File: src/rtl/epb_opb_bridge_v2.sv
// ---------------------------------------------------------------------------
// epb_opb_bridge_v2
//   Bridges one EPB (external processor bus) access into one OPB master
//   transfer. A falling edge of epb_cs_n while idle captures the EPB address,
//   byte enables, direction and write data. The bridge then arbitrates for
//   OPB, performs a single transfer with bounded retry and timeout, and
//   reports the result back to EPB with a one-cycle epb_rdy strobe.
//
// Ports
//   opb_clk, opb_rst             clock, synchronous active-high reset
//   m_request/m_buslock          OPB bus request / lock (ARB, XFER, BACKOFF)
//   m_select, m_seqaddr          OPB select (XFER only), sequential addr (0)
//   m_rnw, m_be, m_abus, m_dbus  OPB direction, byte enables, byte address,
//                                write data
//   opb_dbus, opb_xferack, opb_errack, opb_mgrant, opb_retry, opb_timeout
//                                OPB read data and slave/arbiter responses
//   epb_cs_n, epb_oe_n, epb_r_w_n, epb_be_n, epb_addr, epb_data_i
//                                EPB request side (synchronous to opb_clk)
//   epb_data_o, epb_data_oe_n    EPB read data and its output enable
//   epb_rdy                      one-cycle completion strobe
//   xfer_status                  00 ok, 01 errack, 10 timeout, 11 retry
//                                exhausted
//   busy                         high whenever the bridge is not idle
// ---------------------------------------------------------------------------
module epb_opb_bridge_v2 #(
    parameter int DATA_W    = 32,
    parameter int ADDR_W    = 25,
    parameter int TIMEOUT   = 1000,
    parameter int MAX_RETRY = 3
) (
    input  logic                opb_clk,
    input  logic                opb_rst,
    output logic                m_request,
    output logic                m_buslock,
    output logic                m_select,
    output logic                m_seqaddr,
    output logic                m_rnw,
    output logic [DATA_W/8-1:0] m_be,
    output logic [31:0]         m_abus,
    output logic [DATA_W-1:0]   m_dbus,
    input  logic [DATA_W-1:0]   opb_dbus,
    input  logic                opb_xferack,
    input  logic                opb_errack,
    input  logic                opb_mgrant,
    input  logic                opb_retry,
    input  logic                opb_timeout,
    input  logic                epb_cs_n,
    input  logic                epb_oe_n,
    input  logic                epb_r_w_n,
    input  logic [DATA_W/8-1:0] epb_be_n,
    input  logic [ADDR_W-1:0]   epb_addr,
    input  logic [DATA_W-1:0]   epb_data_i,
    output logic [DATA_W-1:0]   epb_data_o,
    output logic                epb_data_oe_n,
    output logic                epb_rdy,
    output logic [1:0]          xfer_status,
    output logic                busy
);

    localparam int BE_W = DATA_W / 8;
    localparam int BYTE_SHIFT = $clog2(BE_W);
    localparam int TMO_W = $clog2(TIMEOUT);
    localparam int RTY_W = (MAX_RETRY > 0) ? $clog2(MAX_RETRY + 1) : 1;
    localparam logic [TMO_W-1:0] TMO_LAST  = TMO_W'(TIMEOUT - 1);
    localparam logic [RTY_W-1:0] RETRY_MAX = RTY_W'(MAX_RETRY);

    localparam logic [2:0] S_IDLE    = 3'd0;
    localparam logic [2:0] S_ARB     = 3'd1;
    localparam logic [2:0] S_XFER    = 3'd2;
    localparam logic [2:0] S_BACKOFF = 3'd3;
    localparam logic [2:0] S_DONE    = 3'd4;
    localparam logic [2:0] S_WAIT_CS = 3'd5;

    localparam logic [1:0] ST_OK    = 2'b00;
    localparam logic [1:0] ST_ERR   = 2'b01;
    localparam logic [1:0] ST_TMO   = 2'b10;
    localparam logic [1:0] ST_RETRY = 2'b11;

    logic [2:0]        state_q,     state_d;
    logic              prev_cs_n_q, prev_cs_n_d;
    logic [ADDR_W-1:0] addr_q,      addr_d;
    logic [BE_W-1:0]   be_q,        be_d;
    logic              rnw_q,       rnw_d;
    logic [DATA_W-1:0] wdata_q,     wdata_d;
    logic [DATA_W-1:0] rdata_q,     rdata_d;
    logic [1:0]        status_q,    status_d;
    logic [RTY_W-1:0]  retry_cnt_q, retry_cnt_d;
    logic [TMO_W-1:0]  tmo_cnt_q,   tmo_cnt_d;

    logic start;
    assign start = prev_cs_n_q && !epb_cs_n && (state_q == S_IDLE);

    // NOTE: always_comb opens with a default for every _d signal (hold), so
    // no path through the case statement can infer a latch.
    always_comb begin
        state_d     = state_q;
        prev_cs_n_d = epb_cs_n;
        addr_d      = addr_q;
        be_d        = be_q;
        rnw_d       = rnw_q;
        wdata_d     = wdata_q;
        rdata_d     = rdata_q;
        status_d    = status_q;
        retry_cnt_d = retry_cnt_q;
        tmo_cnt_d   = tmo_cnt_q;

        case (state_q)
            S_IDLE: begin
                if (start) begin
                    addr_d      = epb_addr;
                    be_d        = ~epb_be_n;
                    rnw_d       = epb_r_w_n;
                    wdata_d     = epb_data_i;
                    retry_cnt_d = '0;
                    state_d     = S_ARB;
                end
            end
            S_ARB: begin
                if (opb_mgrant) begin
                    tmo_cnt_d = '0;
                    state_d   = S_XFER;
                end
            end
            S_XFER: begin
                tmo_cnt_d = tmo_cnt_q + 1'b1;
                if (opb_xferack) begin
                    status_d = ST_OK;
                    if (rnw_q) rdata_d = opb_dbus;
                    state_d  = S_DONE;
                end else if (opb_errack) begin
                    status_d = ST_ERR;
                    rdata_d  = '0;
                    state_d  = S_DONE;
                end else if (opb_timeout || (tmo_cnt_q == TMO_LAST)) begin
                    status_d = ST_TMO;
                    rdata_d  = '0;
                    state_d  = S_DONE;
                end else if (opb_retry) begin
                    if (retry_cnt_q < RETRY_MAX) begin
                        retry_cnt_d = retry_cnt_q + 1'b1;
                        state_d     = S_BACKOFF;
                    end else begin
                        status_d = ST_RETRY;
                        rdata_d  = '0;
                        state_d  = S_DONE;
                    end
                end
            end
            S_BACKOFF: state_d = S_ARB;
            S_DONE:    state_d = S_WAIT_CS;
            S_WAIT_CS: if (epb_cs_n) state_d = S_IDLE;
            default:   state_d = S_IDLE;
        endcase
    end

    // NOTE: the captured request registers are reset too, because they drive
    // m_abus/m_be/m_rnw directly and those must read zero out of reset.
    always_ff @(posedge opb_clk) begin
        if (opb_rst) begin
            state_q     <= S_IDLE;
            prev_cs_n_q <= 1'b1;
            addr_q      <= '0;
            be_q        <= '0;
            rnw_q       <= 1'b0;
            wdata_q     <= '0;
            rdata_q     <= '0;
            status_q    <= ST_OK;
            retry_cnt_q <= '0;
            tmo_cnt_q   <= '0;
        end else begin
            state_q     <= state_d;
            prev_cs_n_q <= prev_cs_n_d;
            addr_q      <= addr_d;
            be_q        <= be_d;
            rnw_q       <= rnw_d;
            wdata_q     <= wdata_d;
            rdata_q     <= rdata_d;
            status_q    <= status_d;
            retry_cnt_q <= retry_cnt_d;
            tmo_cnt_q   <= tmo_cnt_d;
        end
    end

    logic owning_bus;
    assign owning_bus = (state_q == S_ARB) || (state_q == S_XFER) ||
                        (state_q == S_BACKOFF);

    assign m_request = owning_bus;
    assign m_buslock = owning_bus;
    assign m_select  = (state_q == S_XFER);
    assign m_seqaddr = 1'b0;
    assign m_rnw     = rnw_q;
    assign m_be      = be_q;
    assign m_abus    = 32'(addr_q) << BYTE_SHIFT;
    assign m_dbus    = (m_select && !rnw_q) ? wdata_q : '0;

    assign epb_data_o    = rdata_q;
    assign epb_data_oe_n = !(((state_q == S_DONE) || (state_q == S_WAIT_CS)) &&
                             rnw_q && !epb_oe_n);
    assign epb_rdy       = (state_q == S_DONE);
    assign xfer_status   = status_q;
    assign busy          = (state_q != S_IDLE);

endmodule

File: config.mk
export PLATFORM = sky130hd
export DESIGN_NAME = epb_opb_bridge_v2
export DESIGN_NICKNAME = d
export VERILOG_FILES = /design/src/rtl/epb_opb_bridge_v2.sv
export SDC_FILE = /design/constraint.sdc
export NUM_CORES = 1
export LEC_CHECK = 0
export CORE_MARGIN = 8
export CORE_UTILIZATION = 44
export CTS_CLUSTER_DIAMETER = 150
export CTS_CLUSTER_SIZE = 12
export DETAILED_ROUTE_END_ITERATION = 7
export PLACE_DENSITY = 0.92
export SYNTH_ARGS = -nofsm -noshare
export SYNTH_HDL_FRONTEND = slang
export SYNTH_SLANG_ARGS = --single-unit
export TNS_END_PERCENT = 50
File: constraint.sdc
create_clock -name opb_clk -period 4 [get_ports opb_clk]
set_input_delay 1 -clock opb_clk [delete_from_list [all_inputs] [get_ports opb_clk]]
set_output_delay 1 -clock opb_clk [all_outputs]
set_load 0.1 [all_outputs]
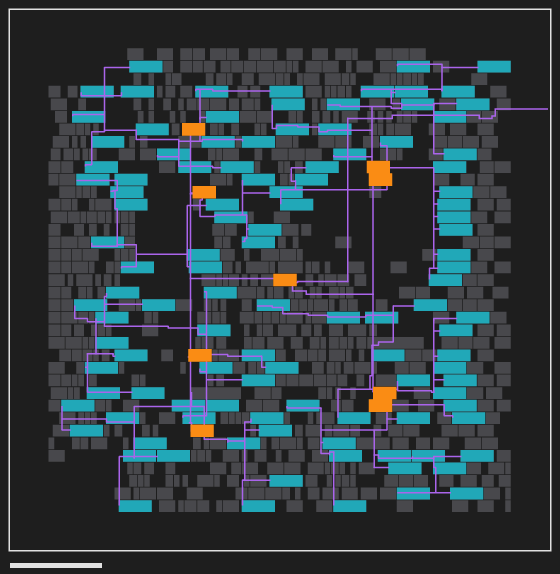
**Above:** run 1 (clock distribution).
Scale bar: 20 um.
legend:
  cyan:
    item: flip-flops
    count: 112
  purple:
    item: clock wires
    length: 1240 um
  orange:
    item: clock-net drivers
    count: 9
flops lie: spread over the die
routed clock nets: 10
clock latency on the worst-skew pair: 0.37 ns
clock distribution power: 734 uW
maximum clock skew at final layout: 0.01529 ns
clock network fraction of design power: 0.192

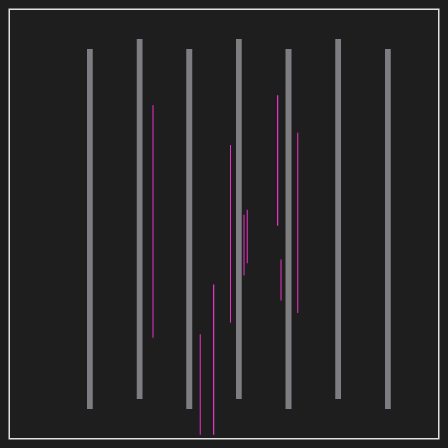
**Above:** run 1 (the metal 4 layer).
Supply wires on this layer in gray.
wire length on this layer: 305 um
longest straight run: 63.2 um
nets with wire on the layer: 8
wirelength, routed: 14290 um
count of vias placed by the detailed router: 4450

==> run notes, run 1 <==
Flow results are below.

- The run finished with clean final reports.
- In this run the power density over the cells is around 570 mW/mm^2.
- The largest driver fanout on the critical path is roughly 45, for reference.
- Yosys attributes the largest share of cell area to dfxtp_1 (50%), nand2_1 (11%), a21oi_1 (7.7%).
- Setup repair after global routing left no endpoint under its margin.
- The clock H-tree reported by CTS has 3 levels.
- The pin closest to its max-slew limit shows a slew of 1.033 ns.
- The top cell types in the final layout, fill and taps aside, are clkdlybuf4s50_1 (165), nand2_1 (136), dfxtp_1 (112).
- The clock passes through at most 2 buffers.
- The synthesis log from Yosys contains 0 warnings.
- In this run, post-CTS repair resized a total of 0 instances.
- The number of global-route vias before repair is approximately 4500, for reference.
- TritonCTS built the clock tree.
- The sequential cell count is roughly 110, for reference.
- Summed over all nets, the switching power comes to between 1500 and 2000 uW.
- The post-route utilization of the core is recorded as 0.6596.
- The total negative slack for setup checks is 0 ns, for reference.
- Per Yosys stat, the portion of area used by sequential elements is 0.4997.
- The post-route met1 wirelength is about 5800 um, for reference.
- Registers represent a cell area share of 0.3368.
- Routing resource usage on met2 recorded by global route was 0.3493.
- The number of post-CTS setup repair buffers is 0, for reference.
- The family of cells with the greatest summed delay on the critical path is buffers and inverters, for reference.
- The HPWL after detailed placement is ~11000 um.
- The floorplan report lists the tap cell count as 136.
- The most frequent cell after synthesis is nand2_1, for reference.
- The worst path meets setup with around 0.34 ns of slack.
- At the end of routability-driven placement, the weighted congestion stood at about 0.85.
- The remaining global-route overflow is 0, for reference.
- The total global-route track usage is 0.1974, for reference.
- The start point of the worst hold path is wdata_q[3], for reference.
- The pre-CTS setup slack is about 0.8 ns, for reference.
- The switching fraction of total power is 0.4644, for reference.
- The total setup violations reported at the end of the flow is 0, for reference.
- At the worst endpoint, the arrival time is 2.66 ns.
- Of the total power, registers draw 0.352.
- The commonest cells after synthesis are nand2_1 (136), dfxtp_1 (112), a21oi_1 (69).
- The most numerous cell type found on the critical path is nand2b_1.
- Hold analysis shows the worst path with a depth of 2.
- The biggest slice of the total power is consumed by combinational cells.
- Per the synthesis report, the AND-OR/OR-AND share of the synthesized area is 0.1877.
- The clock buffer count from CTS is 9, for reference.
- The critical setup path kind is flip-flop to output port, for reference.
- The worst slew slack as a fraction of its limit is 0.3091, for reference.
- The design draws 3821 uW.
- The synthesis run identifies the leading combinational cell family as simple AND/OR/NAND/NOR gates.
- The endpoint with the worst hold slack is wdata_q[3], for reference.
- The core region is approximately 0.01 sq mm.
- Per the cell usage report, the commonest logic cell in the layout is clkdlybuf4s50_1.
- After detailed routing, the average wire length per cell comes to around 17 um.
- Looking at the reg2reg group, the worst path starts from state_q[1].
- The endpoint of the worst register-to-register path is tmo_cnt_q[9], for reference.
- The data required time of the worst path is around 3.0 ns, for reference.
- The register clock-pin slew on the reported worst setup and hold paths is about 0.11 ns, for reference.
- The global routing stage identified its most utilized layer as met2.
- The number of placed instances with taps included is between 800 and 900, for reference.
- Entering global routing, the biggest net connects approximately 52 pins.
- According to the finish report, the design has a final net count of approximately 800.
- The global-route track usage on met1 is 0.2222, for reference.
- The tool warning count for the run is 26.
- The proportion of netlist area held by the largest area contributor is 0.4997, for reference.
- The first-iteration detailed-routing DRC count is between 300 and 400, for reference.
- The post-cts hold buffer count is 0, for reference.
- The fraction of the cycle the final worst path needs is 0.9150, for reference.
- The register bit total from synthesis is 112, for reference.
- The register-to-register path setup slack is roughly 1.4 ns, for reference.
- The final hold violation count is 0, for reference.
- Together, buffers and inverters on the worst path number 2.
- The type of the most critical hold path is flip-flop to flip-flop, for reference.
- For the finished layout, the period the worst path requires is 3.660 ns.
- The die area is ~0.014 sq mm, for reference.
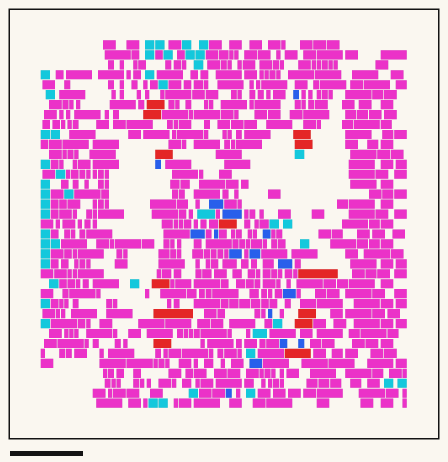
**Above:** run 1 (cells by drive strength).
Scale bar: 20 um.
legend:
  red:
    size: x6 and larger
    cells: 13
    share: 1.8%
  cyan:
    size: x3 and x4
    cells: 45
    share: 6.3%
  blue:
    size: x2
    cells: 16
    share: 2.2%
  magenta:
    size: x1 and smaller
    cells: 642
    share: 90%
Non-clk bufs: 209
Area Overhead vs Synth: 48.35%

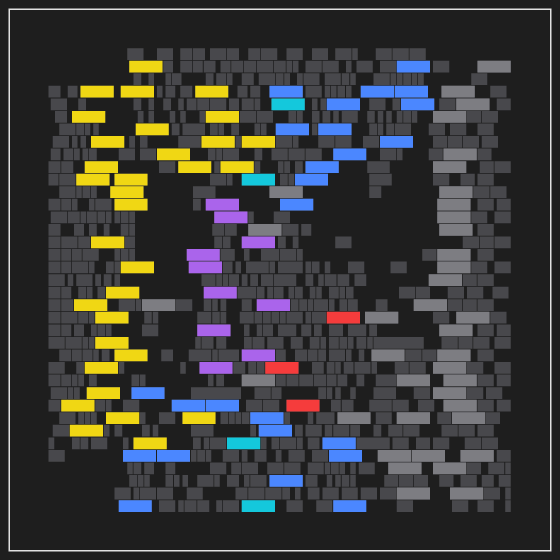
**Above:** run 1 (sequential cells colored by netlist name).
legend:
  red:
    netlist_name: state_q
    flops: 3
  blue:
    netlist_name: addr_q
    flops: 25
  yellow:
    netlist_name: wdata_q
    flops: 32
  purple:
    netlist_name: tmo_cnt_q
    flops: 10
    where: center
  cyan:
    netlist_name: m_be
    flops: 4
not colored: 38
power consumed by sequential cells: 1340 uW
sequential standard cell area: 0.002242 sq mm

==> run 1 -> run 2 <==
--- a/config.mk
+++ b/config.mk
@@ -11,6 +11,7 @@
 export CTS_CLUSTER_SIZE = 12
 export DETAILED_ROUTE_END_ITERATION = 7
 export PLACE_DENSITY = 0.92
+export SKIP_LAST_GASP = 1
 export SYNTH_ARGS = -nofsm -noshare
 export SYNTH_HDL_FRONTEND = slang
 export SYNTH_SLANG_ARGS = --single-unit
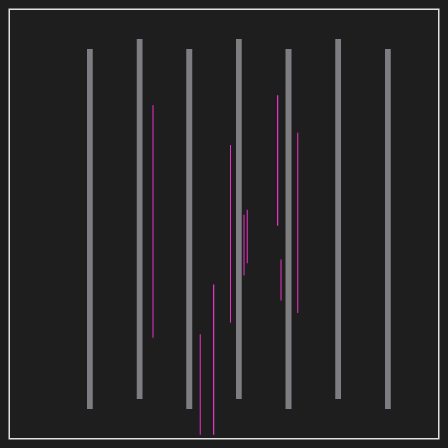
**Above:** run 2 (the metal 4 layer).
Supply wires on this layer in gray.

==> run notes, run 2 <==
Flow results are below.

- Result of the run: finished, final reports clean (unchanged).
- Dominant logic cell types in the final layout: clkdlybuf4s50_1 (165), nand2_1 (136), dfxtp_1 (112) (unchanged).
- The sequential share of cell area is 0.3368 (unchanged).
- The number of cells on the worst hold path was 2 (unchanged).
- The clock period minus final worst setup slack was 3.660 ns (unchanged).
- The area used by sequential logic in the layout is 0.002242 sq mm (unchanged), for reference.
- The register bit total from synthesis is 112 (unchanged), for reference.
- The proportion of netlist area held by the largest area contributor is 0.4997 (unchanged), for reference.
- The areal power density over the cells is 574.1 mW/mm^2 (unchanged).
- The area growth from synthesis to final layout is 48.35% (unchanged).
- The worst slew slack as a fraction of its limit is 0.3091 (unchanged), for reference.
- The largest combinational cell category by area is simple AND/OR/NAND/NOR gates (unchanged), for reference.
- The register-to-register path setup slack is 1.38 ns (about the same).
- The busiest metal layer after global routing is met2 (unchanged).
- The power consumed by the clock network was 734 uW (about the same).
- The final net count is 816 (unchanged), for reference.
- The number of post-CTS setup repair buffers came to 0 (unchanged).
- The half-perimeter wire length after placement is 10710 um (unchanged), for reference.
- The most frequent cell after synthesis is nand2_1 (unchanged).
- The critical register-to-register path startpoint is state_q[1] (unchanged), for reference.
- The family of cells with the greatest summed delay on the critical path is buffers and inverters (unchanged), for reference.
- The post-cts hold buffer count is 0 (unchanged).
- The data arrival time of the critical path is 2.66 ns (about the same), for reference.
- The number of warnings the tools reported is 26 (unchanged), for reference.
- The type of the most critical hold path is flip-flop to flip-flop (unchanged).
- The worst-skew pair later-pin latency is 0.37 ns (about the same), for reference.
- The sum of buffers and inverters on the critical path came to 2 (unchanged).
- The total setup violations reported at the end of the flow is 0 (unchanged), for reference.
- The and-or/or-and share of the synthesized area was 0.1877 (unchanged).
- The endpoint of the worst register-to-register path is tmo_cnt_q[9] (unchanged), for reference.
- The post-route met1 wirelength is 5786 um (unchanged), for reference.
- The number of placed instances with taps included is 836 (unchanged), for reference.
- The total wirelength of the detailed-routed design is 14290 um (unchanged), for reference.
- The fraction of the cycle the final worst path needs came to 0.9150 (unchanged).
- The total power after layout is 3821 uW (unchanged).
- The tap cell instance count is 136 (unchanged), for reference.
- The total sequential power is 1340 uW (about the same), for reference.
- The number of non-clock buffers in the layout is 209 (unchanged), for reference.
- The global-route track usage on met1 is 0.2222 (unchanged), for reference.
- The global placement routability congestion is 0.8509 (unchanged), for reference.
- The combinational gate power was 1740 uW (about the same).
- The total global-route track usage is 0.1974 (unchanged).
- The CTS tree is yes (unchanged), for reference.
- The sequential cell count came to 112 (unchanged).
- Synth top area cells: dfxtp_1 (50%), nand2_1 (11%), a21oi_1 (7.7%) (unchanged).
- The routed length per instance was 16.77 um (unchanged).
- The worst setup margin was 0.3402 ns (unchanged).
- The actual slew at the worst max-slew pin was 1.033 ns (unchanged).
- The switching fraction of total power is 0.4644 (unchanged), for reference.
- The largest driver fanout on the critical path is 45 (unchanged).
- The core footprint is 0.01009 sq mm (unchanged).
- Top post-synthesis cells by count: nand2_1 (136), dfxtp_1 (112), a21oi_1 (69) (unchanged).
- The clock buffer count from CTS came to 9 (unchanged).
- The total via count after detailed routing is 4450 (unchanged), for reference.
- The data required time of the worst path came to 3.00 ns (about the same).
- The net load switching power is 1775 uW (unchanged), for reference.
- The die area is 0.01368 sq mm (unchanged).
- The remaining global-route overflow is 0 (unchanged).
- The largest power group is combinational cells (unchanged).
- The cell resize tally after clock tree synthesis is 0 (unchanged), for reference.
- The critical path's most frequent cell is nand2b_1 (unchanged), for reference.
- The most common library cell in the layout ignoring fill and taps is clkdlybuf4s50_1 (unchanged), for reference.
- The endpoint with the worst hold slack is wdata_q[3] (unchanged).
- The met2 track utilization from global routing is 0.3493 (unchanged), for reference.
- Setup repair after global routing missed its margin: false (unchanged).
- The count of warnings emitted by yosys came to 0 (unchanged).
- The part of the total power dissipated in the clock network is 0.192 (about the same), for reference.
- The critical setup path kind is flip-flop to output port (unchanged), for reference.
Power is estimated from default activity; no workload was simulated.
